### The metal 1 layer

Scale: 6 px per um.
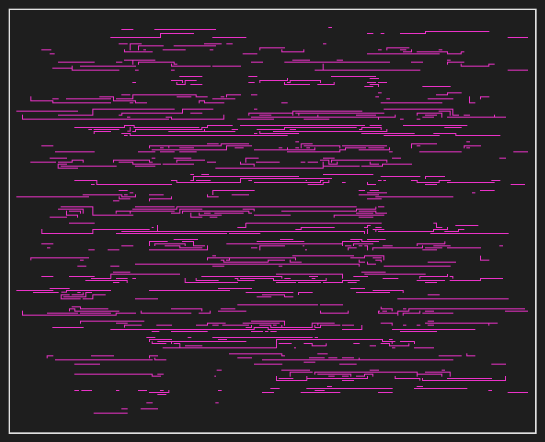
### Routing congestion

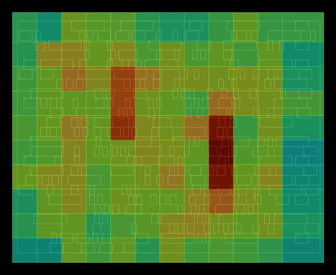
### Close-up of the layout

Region (9, 40) to (34, 65) um. Cells in gray, sequential cells in the stronger gray; small squares are vias.
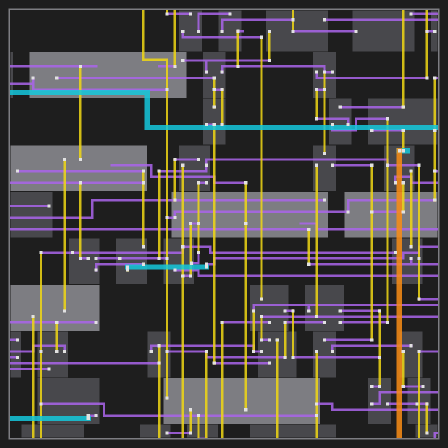
### Cell classes on the final placement

Scale: 4 px per um.
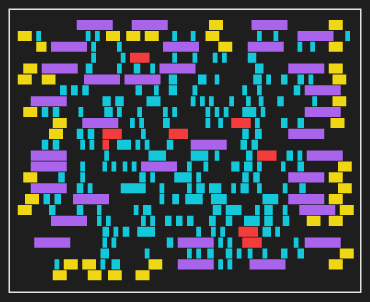
<file path="config.mk">
export PLATFORM = sky130hd
export DESIGN_NAME = matrix_packer
export DESIGN_NICKNAME = d
export VERILOG_FILES = /design/src/rtl/mat_pkg.sv /design/src/rtl/mat_sym_check.sv /design/src/rtl/matrix_packer.sv
export SDC_FILE = /design/constraint.sdc
export NUM_CORES = 1
export LEC_CHECK = 0
export ABC_AREA = 1
export ABC_CLOCK_PERIOD_IN_PS = 3950
export CAP_MARGIN = 20
export CELL_PAD_IN_SITES_DETAIL_PLACEMENT = 1
export CELL_PAD_IN_SITES_GLOBAL_PLACEMENT = 2
export CORE_ASPECT_RATIO = 0.8
export CORE_UTILIZATION = 31
export CTS_CLUSTER_DIAMETER = 30
export CTS_CLUSTER_SIZE = 28
export DETAILED_ROUTE_END_ITERATION = 6
export PLACE_DENSITY_LB_ADDON = 0.1
export SLEW_MARGIN = 15
export SYNTH_ARGS = -nofsm -noshare
export SYNTH_HDL_FRONTEND = slang
export SYNTH_SLANG_ARGS = --single-unit
</file>
<file path="constraint.sdc">
create_clock -name clk -period 3.95 [get_ports clk]
set_input_delay 0.395 -clock clk [delete_from_list [all_inputs] [get_ports clk]]
set_output_delay 0.395 -clock clk [all_outputs]
set_load 0.02 [all_outputs]
</file>
<file path="src/rtl/mat_pkg.sv">
// Shared 3x3 matrix constants, element type, flat-word indexing helper and packer state encoding.
package mat_pkg;

    localparam int MAT_N      = 3;
    localparam int MAT_EW     = 3;
    localparam int MAT_NE     = MAT_N * MAT_N;
    localparam int MAT_FLAT_W = MAT_NE * MAT_EW;
    localparam int MAT_CW     = $clog2(MAT_NE);

    typedef logic [MAT_EW-1:0] elem_t;

    typedef enum logic [0:0] {
        COLLECT = 1'b0,
        FULL    = 1'b1
    } state_e;

    // Bit offset of element (r,c) inside the row-major flat word.
    function automatic int mat_idx(input int r, input int c);
        return (r * MAT_N + c) * MAT_EW;
    endfunction

endpackage

</file>
<file path="src/rtl/mat_sym_check.sv">
// Combinational check that a flat matrix is a valid adjacency matrix:
// symmetric off-diagonal entries and an all-zero diagonal.
module mat_sym_check
    import mat_pkg::*;
(
    input  logic [MAT_FLAT_W-1:0] flat_in,
    output logic                  sym_ok
);

    always_comb begin
        sym_ok = 1'b1;
        for (int r = 0; r < MAT_N; r++) begin
            for (int c = 0; c < MAT_N; c++) begin
                if (r == c) begin
                    if (flat_in[mat_idx(r, c) +: MAT_EW] != '0) sym_ok = 1'b0;
                end else if (r < c) begin
                    if (flat_in[mat_idx(r, c) +: MAT_EW] != flat_in[mat_idx(c, r) +: MAT_EW])
                        sym_ok = 1'b0;
                end
            end
        end
    end

endmodule

</file>
<file path="src/rtl/matrix_packer.sv">
// Serial-to-flat assembler for NxN matrices: collects row-major elements, holds the packed frame
// until accepted. Optional adjacency check enabled by defining MATRIX_PACKER_SYMCHK_EN.
module matrix_packer
    import mat_pkg::*;
#(
    parameter int N  = MAT_N,
    parameter int EW = MAT_EW
) (
    input  logic                clk,
    input  logic                rst,
    input  logic                clr,
    input  logic                in_valid,
    output logic                in_ready,
    input  logic [EW-1:0]       in_data,
    input  logic                in_last,
    output logic                out_valid,
    input  logic                out_ready,
    output logic [N*N*EW-1:0]   flat_out,
    output logic                frame_err,
    output logic                sym_ok
);

    localparam int NE     = N * N;
    localparam int FLAT_W = NE * EW;
    localparam int CW     = $clog2(NE);

    localparam logic [0:0] ST_COLLECT = 1'(COLLECT);
    localparam logic [0:0] ST_FULL    = 1'(FULL);

    logic [0:0]        state_q, state_d;
    logic [CW-1:0]     idx_q, idx_d;
    logic [FLAT_W-1:0] flat_q, flat_d;
    logic              err_q, err_d;
    logic              last_slot;
    logic              enter_full;
    logic              release_full;

    assign last_slot    = (idx_q == CW'(NE - 1));
    assign enter_full   = (state_q == ST_COLLECT) && (state_d == ST_FULL);
    assign release_full = (state_q == ST_FULL) && out_ready;

    always_comb begin
        state_d = state_q;
        idx_d   = idx_q;
        flat_d  = flat_q;
        err_d   = err_q;
        if (clr) begin
            state_d = ST_COLLECT;
            idx_d   = '0;
            flat_d  = '0;
            err_d   = 1'b0;
        end else if (state_q == ST_COLLECT) begin
            if (in_valid) begin
                flat_d[idx_q*EW +: EW] = in_data;
                idx_d = idx_q + 1'b1;
                // Frame closes on either marker; a mismatch between the two is a framing error.
                if (in_last || last_slot) begin
                    state_d = ST_FULL;
                    err_d   = in_last ^ last_slot;
                end
            end
        end else if (out_ready) begin
            state_d = ST_COLLECT;
            idx_d   = '0;
            flat_d  = '0;
            err_d   = 1'b0;
        end
    end

    always_ff @(posedge clk or posedge rst) begin
        if (rst) begin
            state_q <= ST_COLLECT;
            idx_q   <= '0;
            flat_q  <= '0;
            err_q   <= 1'b0;
        end else begin
            state_q <= state_d;
            idx_q   <= idx_d;
            flat_q  <= flat_d;
            err_q   <= err_d;
        end
    end

    assign in_ready  = (state_q == ST_COLLECT);
    assign out_valid = (state_q == ST_FULL);
    assign flat_out  = flat_q;
    assign frame_err = err_q;

`ifdef MATRIX_PACKER_SYMCHK_EN
    logic sym_q, sym_d;
    logic sym_chk;

    // Checker looks at the frame being committed so the flag is valid together with out_valid.
    mat_sym_check u_sym_check (
        .flat_in (flat_d),
        .sym_ok  (sym_chk)
    );

    always_comb begin
        sym_d = sym_q;
        if (clr)               sym_d = 1'b0;
        else if (enter_full)   sym_d = sym_chk;
        else if (release_full) sym_d = 1'b0;
    end

    always_ff @(posedge clk or posedge rst) begin
        if (rst) sym_q <= 1'b0;
        else     sym_q <= sym_d;
    end

    assign sym_ok = sym_q;
`else
    assign sym_ok = 1'b0;
`endif

endmodule

</file>
==> CHANGELOG.md <==
## Implementation

- CTS Buf Count: 5
- Post-Synthesis Net Count: 243
- Yosys stat area: 0.00181 mm2
- First-pass GRT wire length: 8180 um
- Tot Pwr: 0.000857 W
- Dominant flop cell: dfrtp_1
- WL met3: 197 um
- Placement Cell Area: 0.00224 mm2
- Layout cells sized above 1: 9.70%
- Gr ovfl total: 0
- Clock Power Share: 33.3%
- CP startpoint kind: input port
- Number of enable flip-flop cells: 0
- Critical Path Sink Type: flip-flop
- Main area contributors: dfrtp_1 (46%), nand2_1 (13%), nand3_1 (7.2%), nand4_1 (5.2%), inv_1 (4.6%)
- Initial antenna violation count: 0
- Setup TNS: 0 ns
- Met2 Usage GRT: 24.9%
- DRC: 0
- Final Slew Violations: 0
- Power Combinational: 0.000215 W
- Yosys stat cell total: 229
- Setup bufs post-CTS: 0
- Asr flop ratio synth: 100%
- Largest net degree at the start of global routing: 34
- AND/OR/NAND/NOR Cells, Area Fraction: 37.1%
- Cells after synthesis: 229
- Worst path arrival time: 2.24 ns
- Top cell excl fill/tap: nand2_1
- Max-slew headroom: 53.0%
- Outcome: finished clean
- Sw Pwr: 0.000293 W
- Unique masters post-synth: 23
- WS Path Type: input port to flip-flop
- Max Cap Viol: 0
- DR top layer: met4
- Register share after synthesis: 45.5%
- Most frequent cells after synthesis: nand2_1 (65), dfrtp_1 (33), nand3_1 (26)
- Switching part of the total power: 34.2%
- Met1 Wirelength: 2720 um
- Die Area: 0.00616 mm2
- Final period utilization: 51.4%
- Pleak: 1.10 nW
- Synth top cell by count: nand2_1
- Dominant comb cell: simple AND/OR/NAND/NOR gates
- Gate power share: 25.0%
- Area fraction in mux cells: 0%
- Routed Antenna Nets: 0
- Worst Path Max Fanout: 20
- CTS H-tree depth: 2
- Max Freq: 493 MHz
- Met1 usage: 26.7%
- TritonCTS clock tree: built
- Clk sink count: 33
- Yosys warns: 0
- RSZ-0062 raised after global routing: no
- Final cell count without fillers: 346
- Min Hold Slack: 0.470 ns
- Post-synthesis adder-cell area fraction: 3.45%
- Count of input and output buffers: 38
- Synthesized area: 0.00181 mm2
- Final hold vios: 0
- Pre-CTS setup slack: 1.56 ns
- Most common logic cells in the final layout: nand2_1 (65), clkdlybuf4s50_1 (38), dfrtp_1 (33), nand3_1 (26), inv_1 (22)
- Antenna diodes: 0
- Post-synth top area share: 45.5%
- # hold bufs at CTS: 0
- Post-layout nets: 281
- Clk root buf: clkbuf_8
- Crit path DRT: 4.16 ns
- Post-detail-place hpwl: 3640 um
- Clock-pin transition on the worst setup and hold timing paths: 0.07 ns
- Starting Density: 32.6%
- Cell total after placement: 338
- GPL Wtd Cong: 0.786
- Met2 wire length: 1960 um
- Ports: 40
- PwrDens: 366 mW/mm2
- Ys flops: 33
- Clk_skew: 0.00454 ns
- Core Footprint: 0.00556 mm2
- CTS Buffer Depth: 2
- 1st-pass router iterations: 4
- Pwr top: sequential cells
- Post_cts resized: 0
- Global-route usage over all layers: 17.7%
- Synth-to-layout area growth: 29.3%
- Worst IR Drop VDD: 0.130 mV
- Compound-Gate Fraction of Synth Area: 5.45%
- # setup viols final: 0
- Syn avg cell area: 7.92 um2
- Worst skew pair latency: 0.29 ns
- DIE WIDTH: 87.5 um
- Crit path time final: 2.03 ns
- Int Pwr: 0.000564 W
- Worst min path class: flip-flop to flip-flop
About 'The metal 1 layer':
- nets with wire on the layer: 251
- longest straight run: 40.5 um
- wire length on this layer: 2,720 um
- share of all routed wire: 55%
- main direction: horizontal
total wire length: 4930 um
via count: 1,618

About 'Routing congestion':
WL per Instance: 14.3 um
most used routing layer: met1
met3 GRT Util: 3.90%

About 'Close-up of the layout':
- metal 2: yellow
- metal 3: cyan
- metal 1: purple
- metal 4: orange
- cells with their middle in the window: 33
- netlist names of flops here include: `flat_out` (6)
- most frequent: nand2_1 (10), dfrtp_1 (6)
- sequential cells in the window: 6

About 'Cell classes on the final placement':
- combinational and other logic: cyan (cells 188)
- sequential cells: purple (cells 33)
- remaining buffers and delay cells: yellow (cells 39)
- clock drivers and dummy loads: red (cells 8)
std cell rows: 24
Design Area, Final: 0.00234 mm2
Core Util, Final: 42.2%

[worst max-delay path, stage by stage]
cell	delay [ns]
clkdlybuf4s50_1	0.43
nor2_2	0.47
inv_1	0.11
nand2_1	0.55
o21ai_1	0.14
a21oi_1	0.14
[final timing paths]
kind                           endpoint         start  cells after the start  slack, ns
max                            idx_q[2]           clr                      6       1.92
min reg2reg                flat_out[21]  flat_out[21]                      2       0.47
min in group asynchronous  flat_out[20]           rst                      3       0.49
min                        flat_out[21]  flat_out[21]                      2       0.47
max in group asynchronous  flat_out[24]           rst                      3       3.13
max reg2reg                flat_out[12]      idx_q[0]                      7       1.94
[final cells by class]
class                   instances  area [um2]
fillers                       676        3210
inverters                      25        93.8
clock inverters                 1        5.00
clock buffers                   7        96.3
flip-flops and latches         33         826
well taps                      78        97.6
multi-input cells             163         837
repair buffers                 39         388
No activity file was given, so power comes from the tool's default toggle rates.
